===== src/rtl/sv_enh_cmp_pkg.sv =====
// sv_enh_cmp_pkg: shared constants, flag bundle and range helper
// for the sv_enhanced_comparator decode stage.
package sv_enh_cmp_pkg;

  localparam int DEF_DATA_W = 4;
  localparam int DEF_R1_LO  = 3;
  localparam int DEF_R1_HI  = 7;
  localparam int DEF_S2_A   = 2;
  localparam int DEF_S2_B   = 5;
  localparam int DEF_S2_C   = 9;
  localparam int DEF_R3_LO  = 10;
  localparam int DEF_R3_HI  = 15;
  localparam int DEF_CNT_W  = 8;

  typedef struct packed {
    logic r1;
    logic r2;
    logic r3;
    logic none;
  } cmp_flags_t;

  function automatic logic in_rng(
    input int unsigned value,
    input int unsigned lo,
    input int unsigned hi
  );
    return (value >= lo) && (value <= hi);
  endfunction

endpackage


===== src/rtl/sv_enh_cmp_range_chk.sv =====
// sv_enh_cmp_range_chk: combinational inclusive [LO:HI] check
// on an unsigned sample.
module sv_enh_cmp_range_chk
  import sv_enh_cmp_pkg::*;
#(
  parameter int DATA_W = DEF_DATA_W,
  parameter int LO     = 0,
  parameter int HI     = 0
) (
  input  logic [DATA_W-1:0] data,
  output logic              hit
);

  localparam int unsigned LO_U = LO;
  localparam int unsigned HI_U = HI;

  assign hit = in_rng(32'(data), LO_U, HI_U);

endmodule


===== src/rtl/sv_enhanced_comparator.sv =====
// sv_enhanced_comparator: registered two-range / one-set classifier.
// Define SV_ENH_CMP_STATS_EN to add saturating per-flag hit counters.
module sv_enhanced_comparator
  import sv_enh_cmp_pkg::*;
#(
  parameter int DATA_W = DEF_DATA_W,
  parameter int R1_LO  = DEF_R1_LO,
  parameter int R1_HI  = DEF_R1_HI,
  parameter int S2_A   = DEF_S2_A,
  parameter int S2_B   = DEF_S2_B,
  parameter int S2_C   = DEF_S2_C,
  parameter int R3_LO  = DEF_R3_LO,
  parameter int R3_HI  = DEF_R3_HI,
  parameter int CNT_W  = DEF_CNT_W
) (
  input  logic              clk,
  input  logic              rst_n,
  input  logic              valid_in,
  input  logic [DATA_W-1:0] data,
`ifdef SV_ENH_CMP_STATS_EN
  input  logic              clr_stats,
  output logic [CNT_W-1:0]  hit_cnt1,
  output logic [CNT_W-1:0]  hit_cnt2,
  output logic [CNT_W-1:0]  hit_cnt3,
`endif
  output logic              valid_out,
  output logic              in_range1,
  output logic              in_range2,
  output logic              in_range3,
  output logic              in_none
);

  localparam longint MAXV = longint'(1) << DATA_W;

  if (R1_LO > R1_HI) begin : g_bad_r1
    $fatal(1, "sv_enhanced_comparator: R1_LO > R1_HI");
  end
  if (R3_LO > R3_HI) begin : g_bad_r3
    $fatal(1, "sv_enhanced_comparator: R3_LO > R3_HI");
  end
  if (longint'(R1_LO) >= MAXV || longint'(R1_HI) >= MAXV ||
      longint'(R3_LO) >= MAXV || longint'(R3_HI) >= MAXV ||
      longint'(S2_A)  >= MAXV || longint'(S2_B)  >= MAXV ||
      longint'(S2_C)  >= MAXV) begin : g_bad_w
    $fatal(1, "sv_enhanced_comparator: bound exceeds DATA_W");
  end

  cmp_flags_t cur;
  cmp_flags_t flags_q;
  logic       valid_q;
  logic       hit1;
  logic       hit3;

  sv_enh_cmp_range_chk #(
    .DATA_W (DATA_W),
    .LO     (R1_LO),
    .HI     (R1_HI)
  ) u_r1 (
    .data (data),
    .hit  (hit1)
  );

  sv_enh_cmp_range_chk #(
    .DATA_W (DATA_W),
    .LO     (R3_LO),
    .HI     (R3_HI)
  ) u_r3 (
    .data (data),
    .hit  (hit3)
  );

  // Classify the incoming sample; flags may overlap.
  always_comb begin
    cur      = '0;
    cur.r1   = hit1;
    cur.r2   = (data == DATA_W'(S2_A)) ||
               (data == DATA_W'(S2_B)) ||
               (data == DATA_W'(S2_C));
    cur.r3   = hit3;
    cur.none = ~(cur.r1 | cur.r2 | cur.r3);
  end

  // Capture flags on valid samples, hold otherwise.
  always_ff @(posedge clk or negedge rst_n) begin
    if (!rst_n) begin
      flags_q <= '0;
      valid_q <= 1'b0;
    end else begin
      valid_q <= valid_in;
      if (valid_in) flags_q <= cur;
    end
  end

  assign valid_out = valid_q;
  assign in_range1 = flags_q.r1;
  assign in_range2 = flags_q.r2;
  assign in_range3 = flags_q.r3;
  assign in_none   = flags_q.none;

`ifdef SV_ENH_CMP_STATS_EN
  logic [CNT_W-1:0] cnt_q [3];
  logic [2:0]       inc;

  assign inc = {3{valid_in}} & {cur.r3, cur.r2, cur.r1};

  // Saturating hit counters; clear beats a same-cycle increment.
  always_ff @(posedge clk or negedge rst_n) begin
    if (!rst_n) begin
      for (int i = 0; i < 3; i++) cnt_q[i] <= '0;
    end else if (clr_stats) begin
      for (int i = 0; i < 3; i++) cnt_q[i] <= '0;
    end else begin
      for (int i = 0; i < 3; i++)
        if (inc[i] && (cnt_q[i] != '1))
          cnt_q[i] <= cnt_q[i] + CNT_W'(1);
    end
  end

  assign hit_cnt1 = cnt_q[0];
  assign hit_cnt2 = cnt_q[1];
  assign hit_cnt3 = cnt_q[2];
`endif

endmodule


===== config.mk =====
export PLATFORM = sky130hd
export DESIGN_NAME = sv_enhanced_comparator
export DESIGN_NICKNAME = d
export VERILOG_FILES = /design/src/rtl/sv_enh_cmp_pkg.sv /design/src/rtl/sv_enh_cmp_range_chk.sv /design/src/rtl/sv_enhanced_comparator.sv
export SDC_FILE = /design/constraint.sdc
export NUM_CORES = 1
export LEC_CHECK = 0
export CELL_PAD_IN_SITES_DETAIL_PLACEMENT = 2
export CELL_PAD_IN_SITES_GLOBAL_PLACEMENT = 2
export CORE_AREA = 8 8 45 47
export CTS_CLUSTER_SIZE = 24
export DETAILED_ROUTE_END_ITERATION = 6
export DIE_AREA = 0 0 53 55
export PLACE_DENSITY = 0.69
export RECOVER_POWER = 50
export SLEW_MARGIN = 0
export SYNTH_ARGS = -nofsm -noshare
export SYNTH_HDL_FRONTEND = slang
export SYNTH_SLANG_ARGS = --single-unit
export TNS_END_PERCENT = 20

===== constraint.sdc =====
create_clock -name clk -period 0.9 [get_ports clk]
set_input_delay 0.09 -clock clk [delete_from_list [all_inputs] [get_ports clk]]
set_output_delay 0.09 -clock clk [all_outputs]
set_load 0.01 [all_outputs]

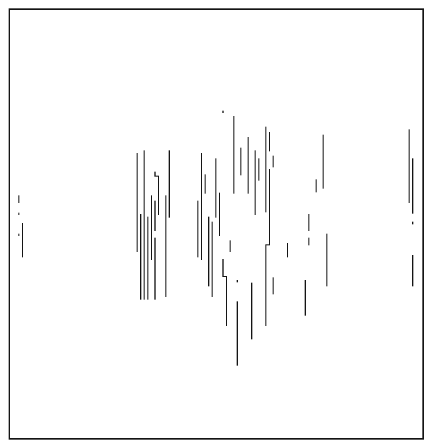
Fig. 1. M2 wires (run 1).
main direction: vertical
share of all routed wire: 44%
met2 usage: 8.59%
vias: 221

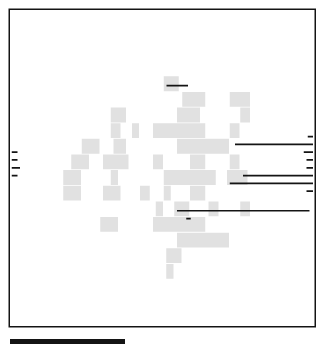
Fig. 2. M3 wires (run 1).
Bar = 20 um. Cells faint in the background.
longest straight run: 22.8 um
nets with wire on the layer: 13
main direction: horizontal
wire length on this layer: 73.5 um
share of all routed wire: 11%
DRT Wirelength: 684 um
grt met3 use: 3.21%

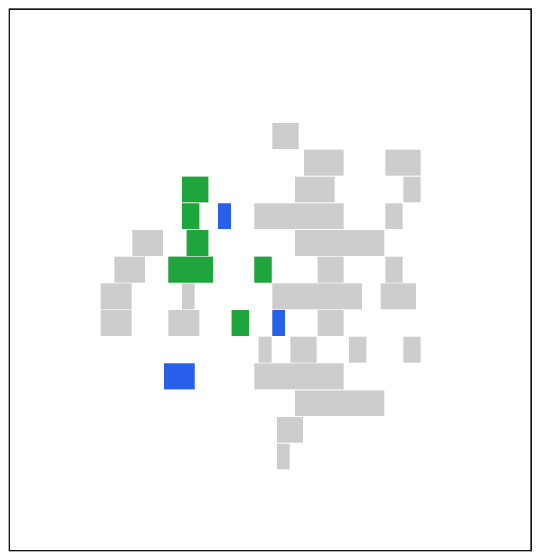
Fig. 3. Gate-type map (run 1).
legend:
  nor cells:
    colour: blue
    cells: 3
  aoi and oai cells:
    colour: green
    cells: 6
post-route insts no fill: 52
fraction of area in multi-input gates: 24.5%

==> Slide: Implementation Results, run 1 <==
Physical Implementation Snapshot

Status
  • Status: finished clean

Critical path
  • CP Capture Point: in_none
  • Register-to-Register Setup Slack: 0.14 ns
  • CP Class: reg -> out
  • Critical-path cell list: buf_2
  • Startpoint Class: register
  • FF-to-FF End: in_range2
  • Top delay family on crit path: flip-flops
  • WP data required: roughly 0.81 ns
  • Critical Path Sink Type: output port
  • CP arrival: 0.75 ns
  • Critical path depth: 1
  • CP max stage delay: approximately 0.37 ns
  • Reg2Reg Launch Point: in_range2
  • Worst reg-to-reg path cell count: 3
  • CP Max Fanout: 2
  • Worst Path Buf+Inv: 1
  • Slowest-stage cell, CP: dfrtp_1
  • Critical Path Source: in_none

Logic synthesis
  • Top cells by area: dfrtp_1, mux2_2, a21oi_1, nor4b_1, xor2_1
  • Asr flop ratio synth: 100%
  • AND/OR/NAND/NOR Cells, Area Fraction: around 7.5%
  • Sequential fraction of the synthesis area: 57.8%
  • Synthesized area per cell: roughly 11 um^2
  • Xor/xnor share: 4.05%
  • Synth Instances: 19
  • Synthesized area: around 220 um^2
  • Dominant synthesized flop cell: dfrtp_1
  • Number of enable flip-flop cells: 0
  • Aoi share: between 10% and 20%
  • Mux cell area share: about a tenth
  • Area leader, netlist: dfrtp_1
  • Synth top cell by count: dfrtp_1
  • Chip area line of the yosys report: about 220 um^2
  • Adders+Majority by Area: 0%
  • Distinct lib cells used: 11
  • Mapped Nets: 26
  • Yosys cell count: 19
  • Warnings, synthesis: 0
  • Top area contributor share: between 50% and 60%
  • Comb area leader: AND-OR/OR-AND gates
  • Top cells by count: dfrtp_1, a21oi_1, inv_1, mux2_2, nor2_1
  • Yosys reg bits: 5

Global route
  • Layer with the highest usage: met4
  • Global-route track usage on met1: 5.07%
  • Largest net degree at the start of global routing: 6
  • Aggregate global-route resource usage: about 6%
  • Vias in the first global route: about 280
  • Initial antenna violation count: 0
  • First-pass GRT wire length: ~1200 um
  • Total gr overflow: 0

Drt
  • Initial DRT Pass Iterations: 1
  • Top sig layer: met4
  • DRC Markers: 0
  • Final ANT Viol Nets: 0
  • Metal3 WL: between 70 and 80 um
  • Routed wire per std cell: approximately 13 um
  • Via density: 4.25
  • Met2 routed WL: 298 um
  • Metal-1 WL: around 280 um
  • Iter 0 DRT Violations: 0

Die
  • FP Util: around 16%
  • # IOs: 12
  • Die area: between 2000 and 3000 um^2
  • Die H: ~55 um
  • Die X: between 50 and 60 um
  • Core area: about 1400 um^2
  • Row count: 14

Layout
  • Antenna Diode Count: 0
  • Most frequent cells in the layout: dfrtp_1, buf_2, dlygate4sd2_1, clkbuf_4
  • Fillers: roughly 170
  • Nets@finish: 44
  • Sequential Area: 125 um^2
  • Fraction of layout cells with a size suffix above 1: a little over a third
  • Area grow syn2layout: 67.6%
  • Logic area: 88.8 um^2

Final timing
  • Layout Skew: 0 ns
  • Fmax: between 1000 and 1500 MHz
  • Final Max Slew Viols: 0
  • RSZ-0062 raised after global routing: false
  • Final tally of setup violations: 0
  • Slew @ Worst Pin: around 0.3 ns
  • Min Clock Period, post-route: 0.845 ns
  • Final Hold Vio Count: 0
  • Final Cycle Share: 93.9%
  • Slew HR: 79.8%
  • Setup TNS: 0 ns

Clock network
  • Clk pin slew, worst setup/hold paths: roughly 0.04 ns
  • Late-Pin Clk Latency: between 0.2 and 0.25 ns
  • # H-tree levels: 1
  • Hold-fix buffers, CTS: 0
  • Root Buffer: clkbuf_4
  • Clock sink count: 5
  • Post-CTS Setup Inserts: 0
  • CTS tree: yes
  • Post-CTS sizing: 26
  • Clk buf depth: 2
  • Cts bufs inserted: 3

Run
  • Tool warnings: 26
  • MaxCap Viol Count: 0

Hold path
  • Hold Path Class: in -> async

Power
  • Pwr Total: between 0.0006 and 0.0007 W
  • Maximum vdd drop: between 0.0002 and 0.0003 V
  • Pwr Density: between 1500 and 2000 nW/um^2
  • Leak: 0.174 nW

Place
  • PortBufs: 11
  • DP Cell Count: between 40 and 50
  • RePlAce Congestion: between 0.6 and 0.7
run 1: area by class of cell:
class	instances	area share, %
sequential	5	34.5
timing repair buffer	13	26.2
multi-input combinational	12	24.5
clock buffer	4	7.24
tap	16	5.52
inverter	2	2.07
run 1: where the power goes:
part / switching, W / internal (W)
sequential: 0.00000813 / 0.000245
combinational: 0.0000556 / 0.0000561
clock: 0.0000890 / 0.000167
total: 0.000153 / 0.000469
run 1: per-stage QoR:
stage	setup WS (ns)	area, um^2	hold WS (ns)	utilization, %
floorplan	0.131	216	-0.206	-
finish	0.0551	363	0.135	26.2
detailed placement	-0.364	362	0.327	26.1
global placement	-0.279	362	0.319	26.1
global route	0.00749	363	0.132	26.2
CTS	0.0392	369	0.0649	26.7
Fig. 4: run 1, met1 routing
Supply wires on this layer in grey.
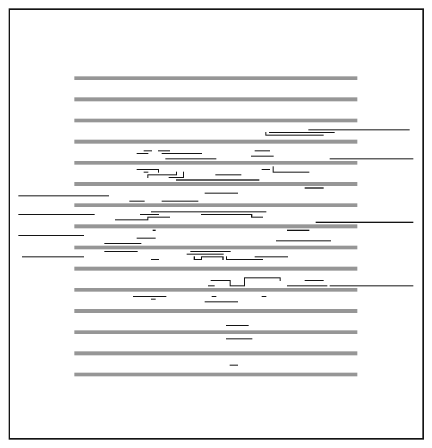

==> run 2: changes to the inputs <==
Settings changed: ABC_AREA set to 1, CORE_AREA 8 8 45 47 to 8 8 47 49, DIE_AREA 0 0 53 55 to 0 0 55 57, PLACE_DENSITY 0.69 to 0.63.
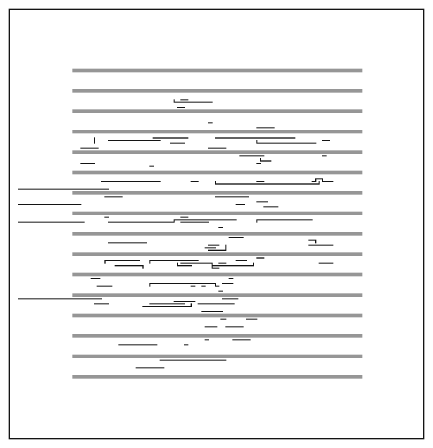
Fig. 5. Met1 routing (run 2).
Supply wires on this layer in grey.
share of all routed wire: 39%
nets with wire on the layer: 49
main direction: horizontal
wire length on this layer: 286 um
global-route track usage on met1: 5.38%
DRT Wirelength: 728 um
vias: 271

==> run 2 against run 1 <==
Compared with the run above: final area rose by 7.6%; worst hold slack improved by 0.0081 ns; global-route usage barely moved; area after synthesis increased by 9.2%; clock skew unchanged; final cell count up 25%; non-clock buffer count stayed put; sequential cell count stayed put; combinational power is 7% higher; highest routed layer unchanged; fmax shrank 1.7%; critical endpoint is now in_none.
==> Slide: Implementation Results, run 2 <==
Physical Implementation Snapshot

Status
  • Status: finished clean

Final timing
  • Final Max Slew Viols: 0
  • RSZ-0062 raised after global routing: true
  • Setup TNS: 0 ns
  • Final Hold Vio Count: 0
  • Hold Slack: between 0.1 and 0.15 ns
  • Min Clock Period, post-route: around 0.86 ns
  • PnR worst setup slack: between 0.04 and 0.05 ns
  • Final tally of setup violations: 0
  • Final Cycle Share: a little over nine tenths
  • Fmax: 1160 MHz
  • Slew HR: 84.1%
  • Slew @ Worst Pin: around 0.24 ns
  • Layout Skew: 0 ns

Drt
  • Met2 routed WL: about 360 um
  • Initial DRT Pass Iterations: 1
  • DRC Markers: 0
  • Via density: around 4.2
  • Metal3 WL: a little over 70 um

Critical path
  • Top delay family on crit path: buffers and inverters
  • CP max stage delay: 0.50 ns
  • Register-to-Register Setup Slack: around 0.19 ns
  • WP data required: between 1 and 1.5 ns
  • CP Max Fanout: 5
  • Startpoint Class: input port
  • FF-to-FF End: in_range2
  • Slowest-stage cell, CP: clkdlybuf4s50_1
  • Critical Path Sink Type: register
  • CP arrival: roughly 1.0 ns
  • Reg2Reg Launch Point: in_range2

Power
  • Seq group: 0.000252 W
  • Pwr Density: between 1500 and 2000 nW/um^2
  • Largest power group: the clock network
  • Sequential share of power: about two fifths
  • P_comb: 0.000120 W
  • Maximum vdd drop: approximately 0.00077 V
  • Logic pwr share: a little under a fifth
  • P_clk: between 0.0002 and 0.0003 W
  • Leak: ~0.21 nW
  • Clock power share: 40.9%
  • Pwr Total: around 0.00063 W

Clock network
  • Post-CTS Setup Inserts: 0
  • # H-tree levels: 1
  • Cts bufs inserted: 3
  • CTS tree: yes
  • Clk pin slew, worst setup/hold paths: about 0.040 ns
  • Late-Pin Clk Latency: 0.24 ns
  • Hold-fix buffers, CTS: 0
  • Root Buffer: clkbuf_4
  • Clock sink count: 5
  • Post-CTS sizing: 19
  • Clk buf depth: 2

Layout
  • Area grow syn2layout: 65.1%
  • Antenna Diode Count: 0
  • Final Core Density: ~25%
  • Nets@finish: 56
  • Design area: about 400 um^2
  • Fraction of layout cells with a size suffix above 1: roughly a quarter
  • Fillers: between 150 and 200

Logic synthesis
  • Adders+Majority by Area: 0%
  • Yosys cell count: 31
  • Aoi share: under 10%
  • Top cells by count: nand2_1, dfrtp_1, inv_1
  • Mapped Nets: 38
  • Asr flop ratio synth: 100%
  • Synthesized area: about 240 um^2
  • Sequential fraction of the synthesis area: roughly 53%
  • Synth top cell by count: nand2_1
  • Mux cell area share: 0%
  • Comb area leader: simple AND/OR/NAND/NOR gates
  • Synthesized area per cell: between 7 and 8 um^2
  • Chip area line of the yosys report: between 200 and 250 um^2
  • Yosys reg bits: 5
  • Number of enable flip-flop cells: 0
  • Distinct lib cells used: 9
  • Xor/xnor share: 0%
  • AND/OR/NAND/NOR Cells, Area Fraction: about a third
  • Warnings, synthesis: 0

Run
  • Tool warnings: 28
  • MaxCap Viol Count: 0

Global route
  • Largest net degree at the start of global routing: 8
  • Aggregate global-route resource usage: between 6 and 7%
  • Layer with the highest usage: met2
  • Grt met3 use: roughly 5.5%
  • Initial antenna violation count: 0
  • Total gr overflow: 0
  • Met2 usage: around a tenth

Place
  • PortBufs: 11
  • DP Cell Count: roughly 60
  • RePlAce Congestion: 0.657
  • Dpl ws: -0.213 ns

Die
  • Die H: ~57 um
  • Die X: about 55 um
  • FP Util: between 10% and 20%
  • Die area: approximately 3100 um^2
  • Row count: 15

Hold path
  • Hold Path Class: in -> async
[run 2: area by class of cell]
| class | instances | area [um^2] | share of cell area [%] |
|---|---|---|---|
| clock buffers | 4 | 26.3 | 6.73 |
| inverters | 5 | 18.8 | 4.81 |
| multi-input cells | 21 | 92.6 | 23.7 |
| flip-flops and latches | 5 | 125 | 32.1 |
| well taps | 17 | 21.3 | 5.45 |
| repair buffers | 13 | 106 | 27.2 |
[run 2: worst max-delay path by stage]
| stage | endpoint | slack [ns] | depth (start not counted) |
|---|---|---|---|
| global route | in_none | -0.008 | 4 |
| detailed placement | in_none | -0.21 | 4 |
| finish | in_none | 0.04 | 4 |
| floorplan | in_range3 | 0.21 | 2 |
| global placement | in_none | -0.20 | 4 |
| CTS | in_range1 | -0.04 | 1 |
Power and IR drop assume default switching activity.
